### src/rtl/mux_pipe_nx1.sv
// rtl/mux_pipe_nx1.sv - pipelined N:1 word select with ready/valid and a one-entry skid buffer
//
// Purpose:
//   Selects word Sel out of N_IN words on In_Bus and forwards it, together with
//   Sel and an out-of-range flag, through a registered output stage. A one-entry
//   skid register absorbs the entry accepted in the cycle when the output stalls.
//   Because of that skid register, In_Ready is a pure flop (!skid_v) and has no
//   combinational path from Out_Ready.
//
// Ports:
//   Clk        in   rising-edge clock
//   Rst_n      in   asynchronous active-low reset
//   In_Bus     in   N_IN*WIDTH flattened words, word k = In_Bus[k*WIDTH +: WIDTH]
//   Sel        in   index of the word to forward, sampled with In_Bus
//   In_Valid   in   upstream offers In_Bus/Sel
//   In_Ready   out  block can accept this cycle
//   Out        out  selected word (0 for an out-of-range Sel)
//   Out_Sel    out  Sel value that produced Out
//   Sel_Err    out  Out came from Sel >= N_IN
//   Out_Valid  out  Out/Out_Sel/Sel_Err valid
//   Out_Ready  in   downstream accepts
//   Err_Count  out  saturating count of accepted out-of-range selects
//
// Build option:
//   MUX_PIPE_ERR_COUNT_EN  when defined, Err_Count counts accepted entries with
//                          Sel >= N_IN and saturates at 255; when undefined,
//                          Err_Count is tied to 0 and the counter is absent.

module mux_pipe_nx1 #(
  parameter int WIDTH = 32,
  parameter int N_IN  = 8,
  parameter int SEL_W = 3
) (
  input  logic                  Clk,
  input  logic                  Rst_n,
  input  logic [N_IN*WIDTH-1:0] In_Bus,
  input  logic [SEL_W-1:0]      Sel,
  input  logic                  In_Valid,
  output logic                  In_Ready,
  output logic [WIDTH-1:0]      Out,
  output logic [SEL_W-1:0]      Out_Sel,
  output logic                  Sel_Err,
  output logic                  Out_Valid,
  input  logic                  Out_Ready,
  output logic [7:0]            Err_Count
);

  // One bit wider than Sel so that N_IN = 2**SEL_W is representable.
  localparam logic [SEL_W:0] N_IN_W = (SEL_W + 1)'(N_IN);

  // Incoming entry, formed combinationally from the upstream offer.
  logic [WIDTH-1:0] in_word;
  logic             in_err;
  logic             accept;
  logic             out_free;

  // Output register.
  logic [WIDTH-1:0] out_data_q, out_data_d;
  logic [SEL_W-1:0] out_sel_q,  out_sel_d;
  logic             out_err_q,  out_err_d;
  logic             out_valid_q, out_valid_d;

  // Skid register.
  logic [WIDTH-1:0] skid_data_q, skid_data_d;
  logic [SEL_W-1:0] skid_sel_q,  skid_sel_d;
  logic             skid_err_q,  skid_err_d;
  logic             skid_v_q,    skid_v_d;

  // ---------------------------------------------------------------------------
  // Word select. An out-of-range Sel matches no word, so the word stays 0
  // rather than aliasing onto a real input.
  // ---------------------------------------------------------------------------
  always_comb begin
    in_word = '0;
    for (int k = 0; k < N_IN; k++) begin
      if (Sel == SEL_W'(k)) begin
        in_word = In_Bus[k*WIDTH +: WIDTH];
      end
    end
    in_err = ({1'b0, Sel} >= N_IN_W);
  end

  // ---------------------------------------------------------------------------
  // Handshake
  // ---------------------------------------------------------------------------
  assign In_Ready = !skid_v_q;
  assign accept   = In_Valid && !skid_v_q;
  assign out_free = !out_valid_q || Out_Ready;

  // ---------------------------------------------------------------------------
  // Next-state for the two storage registers. Data fields only load on a real
  // transfer, so nothing from an idle (possibly undriven) In_Bus reaches state.
  // ---------------------------------------------------------------------------
  always_comb begin
    out_data_d  = out_data_q;
    out_sel_d   = out_sel_q;
    out_err_d   = out_err_q;
    out_valid_d = out_valid_q;
    skid_data_d = skid_data_q;
    skid_sel_d  = skid_sel_q;
    skid_err_d  = skid_err_q;
    skid_v_d    = skid_v_q;

    if (skid_v_q) begin
      // Skid holds the older entry; it must go out before anything new.
      if (out_free) begin
        out_data_d  = skid_data_q;
        out_sel_d   = skid_sel_q;
        out_err_d   = skid_err_q;
        out_valid_d = 1'b1;
        skid_v_d    = 1'b0;
      end
    end else if (accept) begin
      if (out_free) begin
        out_data_d  = in_word;
        out_sel_d   = Sel;
        out_err_d   = in_err;
        out_valid_d = 1'b1;
      end else begin
        // Output is stalled: park the entry and drop In_Ready next cycle.
        skid_data_d = in_word;
        skid_sel_d  = Sel;
        skid_err_d  = in_err;
        skid_v_d    = 1'b1;
      end
    end else if (out_free) begin
      // Nothing new; the current output (if any) drains this cycle.
      out_valid_d = 1'b0;
    end
  end

  always_ff @(posedge Clk or negedge Rst_n) begin
    if (!Rst_n) begin
      out_data_q  <= '0;
      out_sel_q   <= '0;
      out_err_q   <= 1'b0;
      out_valid_q <= 1'b0;
      skid_data_q <= '0;
      skid_sel_q  <= '0;
      skid_err_q  <= 1'b0;
      skid_v_q    <= 1'b0;
    end else begin
      out_data_q  <= out_data_d;
      out_sel_q   <= out_sel_d;
      out_err_q   <= out_err_d;
      out_valid_q <= out_valid_d;
      skid_data_q <= skid_data_d;
      skid_sel_q  <= skid_sel_d;
      skid_err_q  <= skid_err_d;
      skid_v_q    <= skid_v_d;
    end
  end

  assign Out       = out_data_q;
  assign Out_Sel   = out_sel_q;
  assign Sel_Err   = out_err_q;
  assign Out_Valid = out_valid_q;

  // ---------------------------------------------------------------------------
  // Out-of-range select counter. Counted at accept time, so an entry is counted
  // exactly once whether it goes straight to the output or via the skid.
  // ---------------------------------------------------------------------------
`ifdef MUX_PIPE_ERR_COUNT_EN
  logic [7:0] err_cnt_q, err_cnt_d;

  always_comb begin
    err_cnt_d = err_cnt_q;
    if (accept && in_err && (err_cnt_q != 8'hFF)) begin
      err_cnt_d = err_cnt_q + 8'd1;
    end
  end

  always_ff @(posedge Clk or negedge Rst_n) begin
    if (!Rst_n) begin
      err_cnt_q <= 8'h00;
    end else begin
      err_cnt_q <= err_cnt_d;
    end
  end

  assign Err_Count = err_cnt_q;
`else
  assign Err_Count = 8'h00;
`endif

endmodule

### config.mk
export PLATFORM = sky130hd
export DESIGN_NAME = mux_pipe_nx1
export DESIGN_NICKNAME = d
export VERILOG_FILES = /design/src/rtl/mux_pipe_nx1.sv
export SDC_FILE = /design/constraint.sdc
export NUM_CORES = 1
export LEC_CHECK = 0
export CAP_MARGIN = 20
export CORE_UTILIZATION = 30
export CTS_CLUSTER_SIZE = 14
export DETAILED_ROUTE_END_ITERATION = 6
export PLACE_DENSITY = 0.72
export SLEW_MARGIN = 40
export SYNTH_ARGS = -nofsm -noshare
export SYNTH_HDL_FRONTEND = slang
export SYNTH_SLANG_ARGS = --single-unit
export TNS_END_PERCENT = 1
### constraint.sdc
create_clock -name Clk -period 2.3 [get_ports Clk]
set_input_delay 0.345 -clock Clk [delete_from_list [all_inputs] [get_ports Clk]]
set_output_delay 0.345 -clock Clk [all_outputs]
set_load 0.02 [all_outputs]
wires.png
Only two layers are drawn.
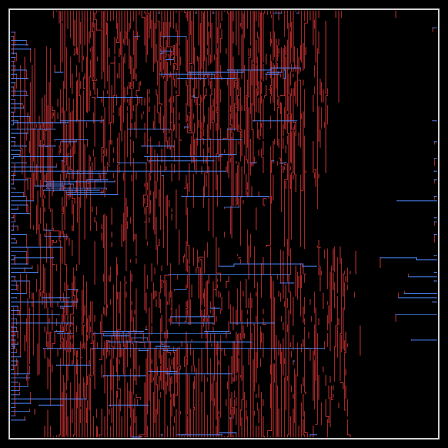
legend:
  blue:
    layer: metal 3
    wire_length: 1510 µm
  red:
    layer: metal 2
    wire_length: 11300 µm
wire length reported by the detailed router: 23300 µm
count of vias placed by the detailed router: 6054
global-route usage over all layers: 24.0%

==> summary.json <==
{
  "status": {"value": "complete, no violations"},
  "route.met3.wl": {"value": 1510, "unit": "µm"},
  "cts_max_level": {"value": 3},
  "postSynthSeqShare": {"value": 32.5, "unit": "%"},
  "layout-drive-gt1-share": {"value": 9.91, "unit": "%"},
  "met1_length": {"value": 10000, "unit": "µm"},
  "max_clock_freq": {"value": 560, "unit": "MHz"},
  "timing.critical_path.required": {"value": 1960, "unit": "ps"},
  "met2_usage": {"value": 39.2, "unit": "%"},
  "nNonClkInverters": {"value": 7},
  "final_min_period_over_clock_period": {"value": 77.6, "unit": "%"},
  "post_cts.resized_instances": {"value": 0},
  "fp.dieArea": {"value": 19100, "unit": "µm²"},
  "min-delay-path-class": {"value": "in -> async"},
  "wire_per_inst": {"value": 21.1, "unit": "µm"},
  "power.largest_group": {"value": "combinational logic"},
  "area.combinational": {"value": 3410, "unit": "µm²"},
  "period_needed": {"value": 1790, "unit": "ps"},
  "worst_ir_drop_vdd": {"value": 0.480, "unit": "mV"},
  "fin_tns_setup": {"value": 0, "unit": "ps"},
  "final.signal_buffer_count": {"value": 324},
  "p_clk_share": {"value": 25.4, "unit": "%"},
  "hold_buffers": {"value": 0},
  "layout.nets": {"value": 1136},
  "clkSinkCount": {"value": 72},
  "setup.worst_path.class": {"value": "reg -> out"},
  "largest_net_degree_at_the_start_of_global_routing": {"value": 73},
  "layout.cells.largest_class": {"value": "logic gates"},
  "rows": {"value": 49},
  "final_cell_area": {"value": 9080, "unit": "µm²"},
  "place_hpwl": {"value": 17800, "unit": "µm"},
  "grt_antenna_before_repair": {"value": 1},
  "post_placement_cell_count": {"value": 1091},
  "synth_area_leader_cell": {"value": "dfrtp_1"},
  "critPathCaptureType": {"value": "output pin"},
  "power.clock.total": {"value": 0.00128, "unit": "W"},
  "tool_warnings": {"value": 26},
  "p_sw": {"value": 0.00166, "unit": "W"}
}
clocks.png
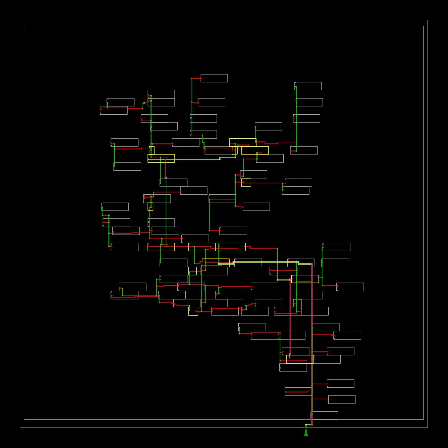
Flop Count: 72
insertion delay to the later sink of the worst-skew pair: 330 ps
Max Clock Skew: 8.60 ps
number of buffers created by CTS: 9

cell families (layout without fill, tap and decap cells):
family / count (synthesis) / after routing / share of synthesized area, %
compound gates: 215 / 215 / 27.2
simple gates: 184 / 184 / 16.6
buf+inv: 80 / 347 / 7.08
flops: 72 / 72 / 32.5
mux: 51 / 51 / 16.7
other cells: 1 / 10 / 0.0675
worst paths after layout:
check,startpoint,to,slack [ps],cells past startpoint
setup / recovery,skid_v_q,In_Ready,510,2
hold / removal,Rst_n,Out[20],10,1
setup reg to reg,Out_Valid,skid_data_q[22],750,6
hold reg to reg,skid_data_q[16],skid_data_q[16],480,2
max in group asynchronous,Rst_n,Out[14],1800,1
min in group Clk,skid_data_q[16],skid_data_q[16],480,2
